## src/rtl/bbus_seq_pkg.sv

```systemverilog
// bbus_seq_pkg: sequencer states, opcode class constants and the decoded IR class record
package bbus_seq_pkg;
  typedef enum logic [3:0] {
    S_HALT, S_FETCH, S_INCPC, S_DECODE, S_BRANCH, S_LSEA, S_MEM, S_PUSH, S_PUSHW, S_CALL
  } state_e;
  localparam logic [3:0] OP_NOP = 4'h0;
  localparam logic [3:0] OP_BR = 4'h1;
  localparam logic [3:0] OP_LD = 4'h2;
  localparam logic [3:0] OP_ST = 4'h3;
  localparam logic [3:0] OP_CALL = 4'h4;
  localparam logic [15:0] IR_HALT = 16'h0000;
  typedef struct packed {
    logic nop;
    logic halt;
    logic br;
    logic ld;
    logic st;
    logic call;
    logic ill;
  } ir_class_t;
endpackage

```

## src/rtl/bbus_seq_class.sv

```systemverilog
// bseq_class: combinational IR -> instruction class decoder (in IR[15:0], out cls one-hot class)
module bseq_class
  import bbus_seq_pkg::*;
(
  input  logic [15:0] IR,
  output ir_class_t   cls
);
  logic [3:0] op;
  assign op = IR[15:12];
  always_comb begin
    cls.halt = IR == IR_HALT;
    cls.nop = op == OP_NOP && IR != IR_HALT;
    cls.br = op == OP_BR;
    cls.ld = op == OP_LD;
    cls.st = op == OP_ST;
    cls.call = op == OP_CALL;
    cls.ill = op > OP_CALL;
  end
endmodule

```

## src/rtl/bbus_seq.sv

```systemverilog
// bbus_seq: fetch/incpc/decode/execute sequencer driving BBUS selects (CON_0..IRLSOF), MEM_REQ/WE, load strobes, FAULT, HALTED from CLK, RST_N, IR, MEM_RDY, BR_TAKEN, START
module bbus_seq
  import bbus_seq_pkg::*;
(
  input  logic        CLK,
  input  logic        RST_N,
  input  logic [15:0] IR,
  input  logic        MEM_RDY,
  input  logic        BR_TAKEN,
  input  logic        START,
  output logic        CON_0,
  output logic        CON_2,
  output logic        CON__4,
  output logic        IRBROF,
  output logic        IRLSOF,
  output logic        MEM_REQ,
  output logic        MEM_WE,
  output logic        IR_LD,
  output logic        PC_LD,
  output logic        MAR_LD,
  output logic        SP_LD,
  output logic        RF_WE,
  output logic        FAULT,
  output logic        HALTED
);
  state_e    state_q, state_d;
  logic      st_q, st_d;
  ir_class_t cls;
  bseq_class u_class (.IR(IR), .cls(cls));
  always_comb begin
    state_d = state_q;
    st_d = st_q;
    case (state_q)
      S_HALT:   state_d = START ? S_FETCH : S_HALT;
      S_FETCH:  state_d = MEM_RDY ? S_INCPC : S_FETCH;
      S_INCPC:  state_d = S_DECODE;
      S_DECODE: begin
        st_d = cls.st;
        state_d = cls.halt ? S_HALT :
                  (cls.ld | cls.st) ? S_LSEA :
                  cls.call ? S_PUSH :
                  (cls.br & BR_TAKEN) ? S_BRANCH : S_FETCH;
      end
      S_BRANCH: state_d = S_FETCH;
      S_LSEA:   state_d = S_MEM;
      S_MEM:    state_d = MEM_RDY ? S_FETCH : S_MEM;
      S_PUSH:   state_d = S_PUSHW;
      S_PUSHW:  state_d = MEM_RDY ? S_CALL : S_PUSHW;
      S_CALL:   state_d = S_FETCH;
      default:  state_d = S_HALT;
    endcase
  end
  always_ff @(posedge CLK) begin
    if (!RST_N) begin
      state_q <= S_HALT;
      st_q <= 1'b0;
    end else begin
      state_q <= state_d;
      st_q <= st_d;
    end
  end
  assign CON_0 = state_q == S_FETCH;
  assign CON_2 = state_q == S_INCPC;
  assign CON__4 = state_q == S_PUSH;
  assign IRBROF = state_q == S_BRANCH || state_q == S_CALL;
  assign IRLSOF = state_q == S_LSEA;
  assign MEM_REQ = state_q == S_FETCH || state_q == S_MEM || state_q == S_PUSHW;
  assign MEM_WE = (state_q == S_MEM && st_q) || state_q == S_PUSHW;
  assign IR_LD = state_q == S_FETCH && MEM_RDY;
  assign PC_LD = state_q == S_INCPC || state_q == S_BRANCH || state_q == S_CALL;
  assign MAR_LD = state_q == S_FETCH || state_q == S_LSEA || state_q == S_PUSH;
  assign SP_LD = state_q == S_PUSH;
  assign RF_WE = state_q == S_MEM && !st_q && MEM_RDY;
  assign FAULT = state_q == S_DECODE && cls.ill;
  assign HALTED = state_q == S_HALT;
endmodule

```

## config.mk

```make
export PLATFORM = sky130hd
export DESIGN_NAME = bbus_seq
export DESIGN_NICKNAME = d
export VERILOG_FILES = /design/src/rtl/bbus_seq_pkg.sv /design/src/rtl/bbus_seq_class.sv /design/src/rtl/bbus_seq.sv
export SDC_FILE = /design/constraint.sdc
export NUM_CORES = 1
export LEC_CHECK = 0
export ABC_AREA = 1
export CORE_MARGIN = 4
export CORE_UTILIZATION = 34
export DETAILED_ROUTE_END_ITERATION = 10
export GPL_ROUTABILITY_DRIVEN = 0
export PLACE_DENSITY_LB_ADDON = 0.05
export RECOVER_POWER = 50
export SYNTH_ARGS = -nofsm -noshare
export SYNTH_HDL_FRONTEND = slang
export SYNTH_SLANG_ARGS = --single-unit
```

## constraint.sdc

```tcl
create_clock -name CLK -period 1.6 [get_ports CLK]
set_clock_uncertainty 0.2 [all_clocks]
set_input_delay 0.16 -clock CLK [delete_from_list [all_inputs] [get_ports CLK]]
set_output_delay 0.16 -clock CLK [all_outputs]
set_load 0.03 [all_outputs]
```

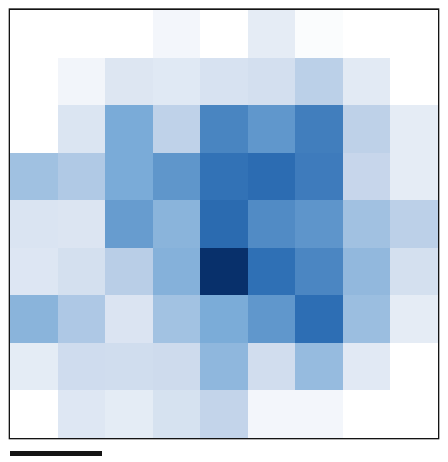
Figure 1: wire density map.
The bar under the picture is 10 um long. The die is cut into 9 by 9 equal tiles; white is low, dark blue is high, scaled to the fullest tile. Values are wire area over tile area, all layers added.
tiles over half the peak = 20%
mean over tiles = 0.14
nearly empty tiles = 16%
fullest tile = 0.47

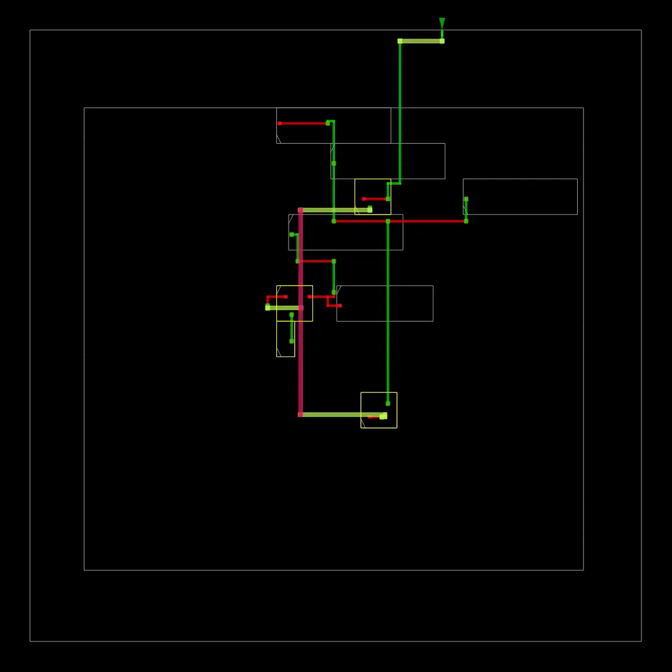
Figure 2: clock nets.
registers: 5
CTS Buf Count: 3
clock buffers: 4
Clock Latency Late Sink: 0.26 ns

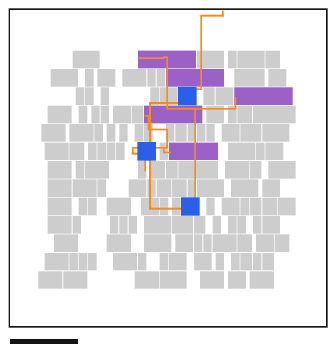
Figure 3: clock distribution.
The bar under the picture is 10 um long.
blue -> clock-net drivers  # count 3
purple -> flip-flops  # count 5
orange -> clock wires  # length 104 um
flops lie = top center
routed clock nets = 4
clock power share: 0.289
P_clk: 158 uW

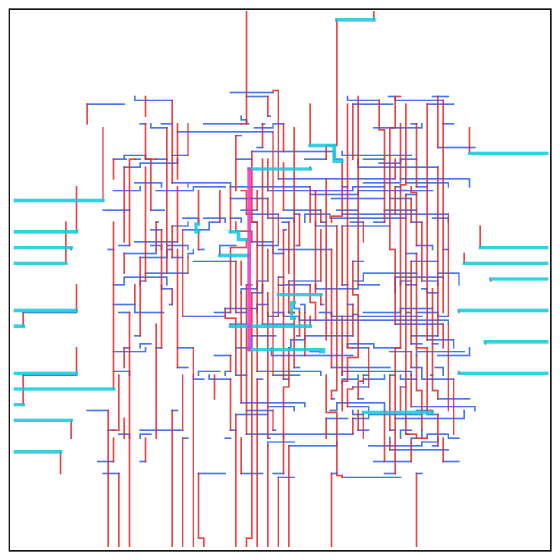
Figure 4: wiring by layer.
magenta -> M4  # wire length 15.6 um
cyan -> M3  # wire length 140 um
blue -> M1  # wire length 625 um
red -> M2  # wire length 1040 um

-- worst min-delay path, cell delays in order --
cell             delay [ns]
clkdlybuf4s50_1        0.43
nand2_1                0.08
inv_1                  0.03
-- cell usage in the layout (no fill, tap or decap), drive strengths merged, types with 2 or more instances in the layout --
cell type / instances
a21oi: 3
buf: 24
clkbuf: 4
clkdlybuf4s50: 20
dfxtp: 5
inv: 19
nand2: 21
nand3: 7
nand4: 2
nor2: 28
nor3: 2
o21ai: 4
-- sequential cells by signal, summed over array words and instances (netlist names) --
signal   count
st_q         1
state_q      4
-- metal layers --
metal	GRT usage	vias up	wire length, um
li1	-	384	-
met5	0	-	0
met3	0.0307	3	139
met1	0.173	337	625
met4	0.0497	0	15
met2	0.346	37	1040
-- report_power, final --
| group | internal (mW) | switching (mW) | leakage (nW) |
|---|---|---|---|
| logic | 0.119 | 0.130 | 0.441 |
| clock network | 0.0950 | 0.0626 | 0.0150 |
| registers | 0.128 | 0.0118 | 0.0436 |
-- worst min path at each step --
stage               start         end  slack [ns]
floorplan           RST_N  state_q[1]        0.06
global placement     st_q        st_q        0.28
detailed placement   st_q        st_q        0.28
CTS                  st_q        st_q        0.29
global route         st_q        st_q        0.35
finish              RST_N  state_q[1]        0.28
-- kinds of logic (layout without fill, tap and decap cells) --
| logic type | Yosys count | count (layout) | synth area share |
|---|---|---|---|
| AND/OR/NAND/NOR | 61 | 61 | 0.559 |
| buffers and inverters | 20 | 67 | 0.154 |
| AND-OR/OR-AND | 8 | 8 | 0.0907 |
| flip-flops | 5 | 5 | 0.196 |
-- metrics by stage --
stage	area (um2)	setup WS [ns]	power, mW
after global routing	1040	-0.104	0.571
after CTS	918	0.000389	0.508
after global placement	838	0.0723	0.350
final	1040	-0.0507	0.546
after detailed placement	838	0.0512	0.351
after floorplan	522	-0.0443	0.255
==> reports/results.ini <==
[clocking]
cts-root-buf=clkbuf_4
path_clk_slew_ns=0.05
cts_setup_buffers=3
clock_path_buffers=2
post_cts_resized=12
hold_buffers=0
htree_levels=1

[setup_path]
reg2reg_to=state_q[1]
r2r_cells=8
crit_chain=inv_4, nand2_4, nor3_4, inv_2, o21ai_2, buf_6
crit_arrival_ns=1.29
required_ns=1.24
cpPeakStageDelay_ns=0.36
cpMaxStageDelayCell=dfxtp_4
end_kind=primary output
cp.buffers_inverters=3
crit_end=MEM_WE
cp_top_family=flip-flops
reg2reg_from=state_q[2]

[final_timing]
fin_ws_ns=-0.0507
hold_viol_final=0
setup_violations=3
worst_pin_slew_ns=0.249
finalCritPeriodShare=1.03
rsz0062_at_grt=true
fin_setup_tns_ns=-0.105
slew-limit-headroom=0.833
min_period_ns=1.65
max_freq_mhz=606
slew_violations=0

[synth]
yosysTopAreaCell=dfxtp_1
synth_top_cell_by_count=nor2_1
synth_area_per_cell_um2=5.43
edf_count=0
synthCells=94
syn_area_um2=510
yosysWarnings=0
synth_chip_area_um2=510

[layout]
stdcell_count=156
drive_above_1_share=0.397
largest_class=combinational gates
final_core_util=0.770
nets=163
clock_area_frac=0.0253
comb-cell-share=0.387
num-multi-input-gates=69
inv_count=19
num_antenna_cells=0
comb_area_um2=403
nFillCells=111
seqAreaFraction=0.111
area_growth_pct=104
buffers_excl_clock=44

[grt]
grt_pass1_wl_um=2710
grt_remaining_overflow=0
groute.usage.overall=0.170
grt_max_degree=7

[floorplan]
die_height_um=46.8
die_area_um2=2190
fp.dieW_um=46.8

[route]
viasPerCell=4.88
drt_pre_antenna_iters=4
wl_um=1820
post-route-drc-count=0
first_iter_violations=20
wire_per_inst_um=11.7

[placement]
io_buffers=34
dp_hpwl_um=1250
placed_cells=142

[run]
warnings=28

[status]
violations=setup timing
status=finished with violations

[min_path]
whs_path_depth=3

[pwr]
leakage_nw=0.499

No activity file was given, so power comes from the tool's default toggle rates.
